### src/rtl/mips_regfile_wb.sv
// MIPS GPR file: one write-back port decoded onto 31 stored registers ($zero is hardwired),
// two combinational read ports with optional same-cycle write forwarding, and a commit counter.

module mips_regfile_wb_cell #(
    parameter int               WIDTH   = 32,
    parameter logic [WIDTH-1:0] RST_VAL = '0
) (
    input  logic             clk,
    input  logic             rst_n,
    input  logic             ld_i,
    input  logic [WIDTH-1:0] d_i,
    output logic [WIDTH-1:0] q_o
);
    logic [WIDTH-1:0] val_q, val_d;

    always_comb val_d = ld_i ? d_i : val_q;

    always_ff @(posedge clk) begin
        if (!rst_n) val_q <= RST_VAL;
        else        val_q <= val_d;
    end

    assign q_o = val_q;
endmodule

module mips_regfile_wb #(
    parameter int               WIDTH   = 32,
    parameter logic [WIDTH-1:0] SP_INIT = 32'h0000_3FFC,
    parameter logic [WIDTH-1:0] GP_INIT = 32'h0000_1800,
    parameter bit               BYPASS  = 1'b1
) (
    input  logic             clk,
    input  logic             rst_n,
    input  logic             we,
    input  logic [4:0]       waddr,
    input  logic [WIDTH-1:0] wdata,
    input  logic [4:0]       raddr1,
    input  logic [4:0]       raddr2,
    output logic [WIDTH-1:0] rdata1,
    output logic [WIDTH-1:0] rdata2,
    output logic [15:0]      wr_count
);
    logic [WIDTH-1:0] regs [32];
    logic [31:1]      ld;
    logic [15:0]      wr_count_q, wr_count_d;
    logic [4:0]       ra [2];
    logic [WIDTH-1:0] rd [2];

    assign regs[0] = '0;

    // Index 0 has no cell, so a write to $zero decodes to nothing and never counts.
    for (genvar i = 1; i < 32; i++) begin : g_reg
        localparam logic [WIDTH-1:0] RV = (i == 29) ? SP_INIT :
                                          (i == 28) ? GP_INIT : '0;
        assign ld[i] = we && (waddr == 5'(i));
        mips_regfile_wb_cell #(.WIDTH(WIDTH), .RST_VAL(RV)) u_cell (
            .clk   (clk),
            .rst_n (rst_n),
            .ld_i  (ld[i]),
            .d_i   (wdata),
            .q_o   (regs[i])
        );
    end

    always_comb begin
        wr_count_d = wr_count_q;
        if (|ld) wr_count_d = wr_count_q + 16'd1;
    end

    always_ff @(posedge clk) begin
        if (!rst_n) wr_count_q <= '0;
        else        wr_count_q <= wr_count_d;
    end

    assign ra[0] = raddr1;
    assign ra[1] = raddr2;

    for (genvar p = 0; p < 2; p++) begin : g_rd
        always_comb begin
            rd[p] = regs[ra[p]];
            if (ra[p] == 5'd0)
                rd[p] = '0;
            else if (BYPASS && we && (waddr == ra[p]))
                rd[p] = wdata;
        end
    end

    assign rdata1   = rd[0];
    assign rdata2   = rd[1];
    assign wr_count = wr_count_q;
endmodule

### config.mk
export PLATFORM = sky130hd
export DESIGN_NAME = mips_regfile_wb
export DESIGN_NICKNAME = d
export VERILOG_FILES = /design/src/rtl/mips_regfile_wb.sv
export SDC_FILE = /design/constraint.sdc
export NUM_CORES = 2
export LEC_CHECK = 0
export CAP_MARGIN = 20
export CORE_ASPECT_RATIO = 2
export CORE_MARGIN = 2
export CORE_UTILIZATION = 50
export CTS_CLUSTER_DIAMETER = 80
export DETAILED_ROUTE_END_ITERATION = 8
export HOLD_SLACK_MARGIN = 0.05
export PLACE_DENSITY = 0.78
export SYNTH_ARGS = -nofsm -noshare
export SYNTH_HDL_FRONTEND = slang
export SYNTH_SLANG_ARGS = --single-unit
### constraint.sdc
create_clock -name clk -period 4.7 [get_ports clk]
set_input_delay 0.47 -clock clk [delete_from_list [all_inputs] [get_ports clk]]
set_output_delay 0.47 -clock clk [all_outputs]
set_load 0.01 [all_outputs]
Fig. 1: register map, names as in the netlist
The bar under the picture is 50 um long. Other cells in grey.
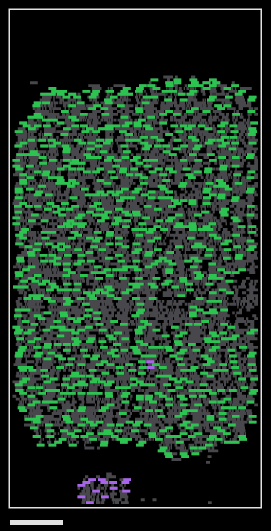
- purple: wr_count (flops 16)
- green: g_reg.u_cell.q_o (flops 992)
final core area utilization: 55.7%
sequential fraction of total cell area: 33.6%
flip-flop and latch area: 20200 um^2
sequential cell power: 0.00866 W

Fig. 2: clock nets
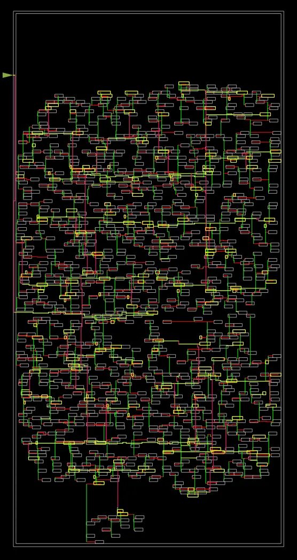
number of sinks handled by clock tree synthesis: 1008
clock buffer count from CTS: 95

Fig. 3: a small window of the routed layout
Region (163, 102) to (193, 132) um. Cells in grey, sequential cells in the stronger grey; small squares are vias.
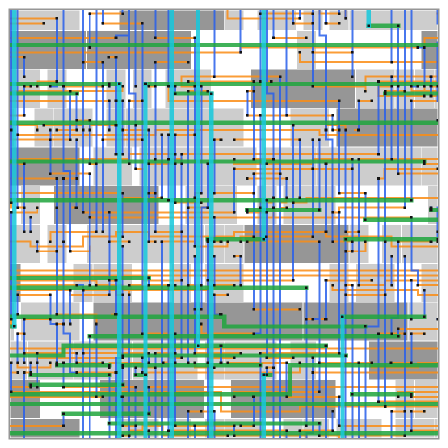
- orange: metal 1
- cyan: metal 4
- green: metal 3
- blue: metal 2
- sequential cells in the window: 15
- netlist names of flops here include: g_reg.u_cell.q_o (15)
- cells with their middle in the window: 76
- most frequent: nand2_1 (27), dfxtp_1 (15), a21boi_1 (13)

Fig. 4: clock network drawn from the DEF
The bar under the picture is 50 um long.
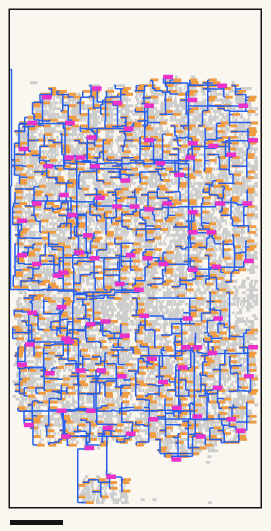
- orange: flip-flops (count 1008)
- blue: clock wires (length 12200 um)
- magenta: clock drivers (count 95)
- routed clock nets: 96

-- area by class of cell --
class	count	area [um^2]	share of cell area, %
clock buffer	135	2750	4.57
clock inverter	41	664	1.10
inverter	9	33.8	0.0562
antenna	3	7.51	0.0125
tap	1384	1730	2.88
sequential	1008	20200	33.6
multi-input combinational	4361	31600	52.5
timing repair buffer	328	3220	5.35
-- path summary, 6_finish.rpt --
path	start	to	slack, ns	cells after the start
hold reg to reg	g_reg[6].u_cell.q_o[8]	g_reg[6].u_cell.q_o[8]	0.46	2
setup reg to reg	wr_count[0]	wr_count[12]	2.61	5
setup / recovery	waddr[3]	rdata1[31]	0.1	10
hold / removal	rst_n	g_reg[10].u_cell.q_o[19]	0.37	2
-- where the power goes --
part           switching (W)  internal, W  leakage [nW]  total (W)
registers          0.0000535      0.00860          8.13    0.00866
logic                0.00129     0.000755          10.4    0.00205
clock network        0.00367      0.00478          1.65    0.00845
total                0.00501       0.0141          20.2     0.0192
-- cells by family after synthesis --
kind of cell    after synthesis
compound gates             1372
xor+xnor                     22
fa+ha+maj                     1
buf+inv                     654
flops                      1008
mux                         607
simple gates               2359
-- registers in the layout (all words and copies together), names as in the netlist --
signal	count
g.u_cell.q_o	992
wr_count	16
-- routing by layer --
layer  vias up  GRT usage [%]  part of all wire, %  wire (um)
met1     23600           42.3                   33      66900
met4        16           23.9                  7.8      15600
li1      20500              -                    -          -
met3      1174           13.6                   16      33000
met2      4038           51.7                   42      85100
met5         -              0                0.054        108
-- cell usage in the layout, fill, tap and decap left out, drive strengths merged, types with 42 or more instances in the layout --
cell type	instances
nand2	2137
a22oi	45
a221oi	58
mux4	417
mux2i	118
dfxtp	1008
clkdlybuf4s50	119
a21boi	981
clkbuf	135
o22ai	75
mux2	72
nor2	77
nor2b	42
buf	209
==> flow_summary.ini <==
; physical design summary
[run_status]
run_status = complete, no violations

[logic_synthesis]
synthCells = 6023
synth_top_area_share_pct = 37.2
ys.flop_type = sky130_fd_sc_hd__dfxtp_1
synth_nets = 6074
synth.cellmix.simpleShare_pct = 17.0
synthesis.area_per_instance_um2 = 9.01
synthArstFlopShare_pct = 0
ys_top_cells_by_area = sky130_fd_sc_hd__dfxtp_1 37%, sky130_fd_sc_hd__mux4_2 17%, sky130_fd_sc_hd__nand2_1 15%
yosys_cells = 6023
fa_ha_area_share_pct = 0.0230

[sta]
finalMaxSlewViolations = 0
grt_setup_unrepaired = no
hold_viol = 0
final_critical_path_setup_slack_ns = 0.0973
achievable-frequency_mhz = 217

[global_routing]
first_global_vias = 48400
grt_first_pass_wirelength_um = 296000
grt_antenna_before_repair = 11
grt_max_degree = 211

[power]
ir_drop_uv = 324

[floorplanning]
die-width_um = 237
die_height_um = 470

[cells_and_area]
layout-drive-gt1-share_pct = 15.6
nFillCells = 8936
post-route-cell-area_um2 = 60100
design.final.nets = 5854
area_delta_synth_final_pct = 10.8

[placement]
io_buffers = 129
placed_area_um2 = 56700
gp_congestion = 0.953
dp_hpwl_um = 124000

[drt]
vias = 49400
residual_antenna_violating_net_count_after_detailed_routing = 0

[clock_network]
cts_tree = yes
cts.clk_slew.worst_paths_ns = 0.06
cts_max_level = 3
cell_chosen_for_the_clock_root = sky130_fd_sc_hd__clkbuf_16

[worst_setup_path]
critical_path_required_ns = 4.23
worst_path_max_delay_cell = sky130_fd_sc_hd__o41ai_1
cp.arrival_ns = 4.13

[worst_hold_path]
hold_class = input port to flop
Power and IR drop assume default switching activity.
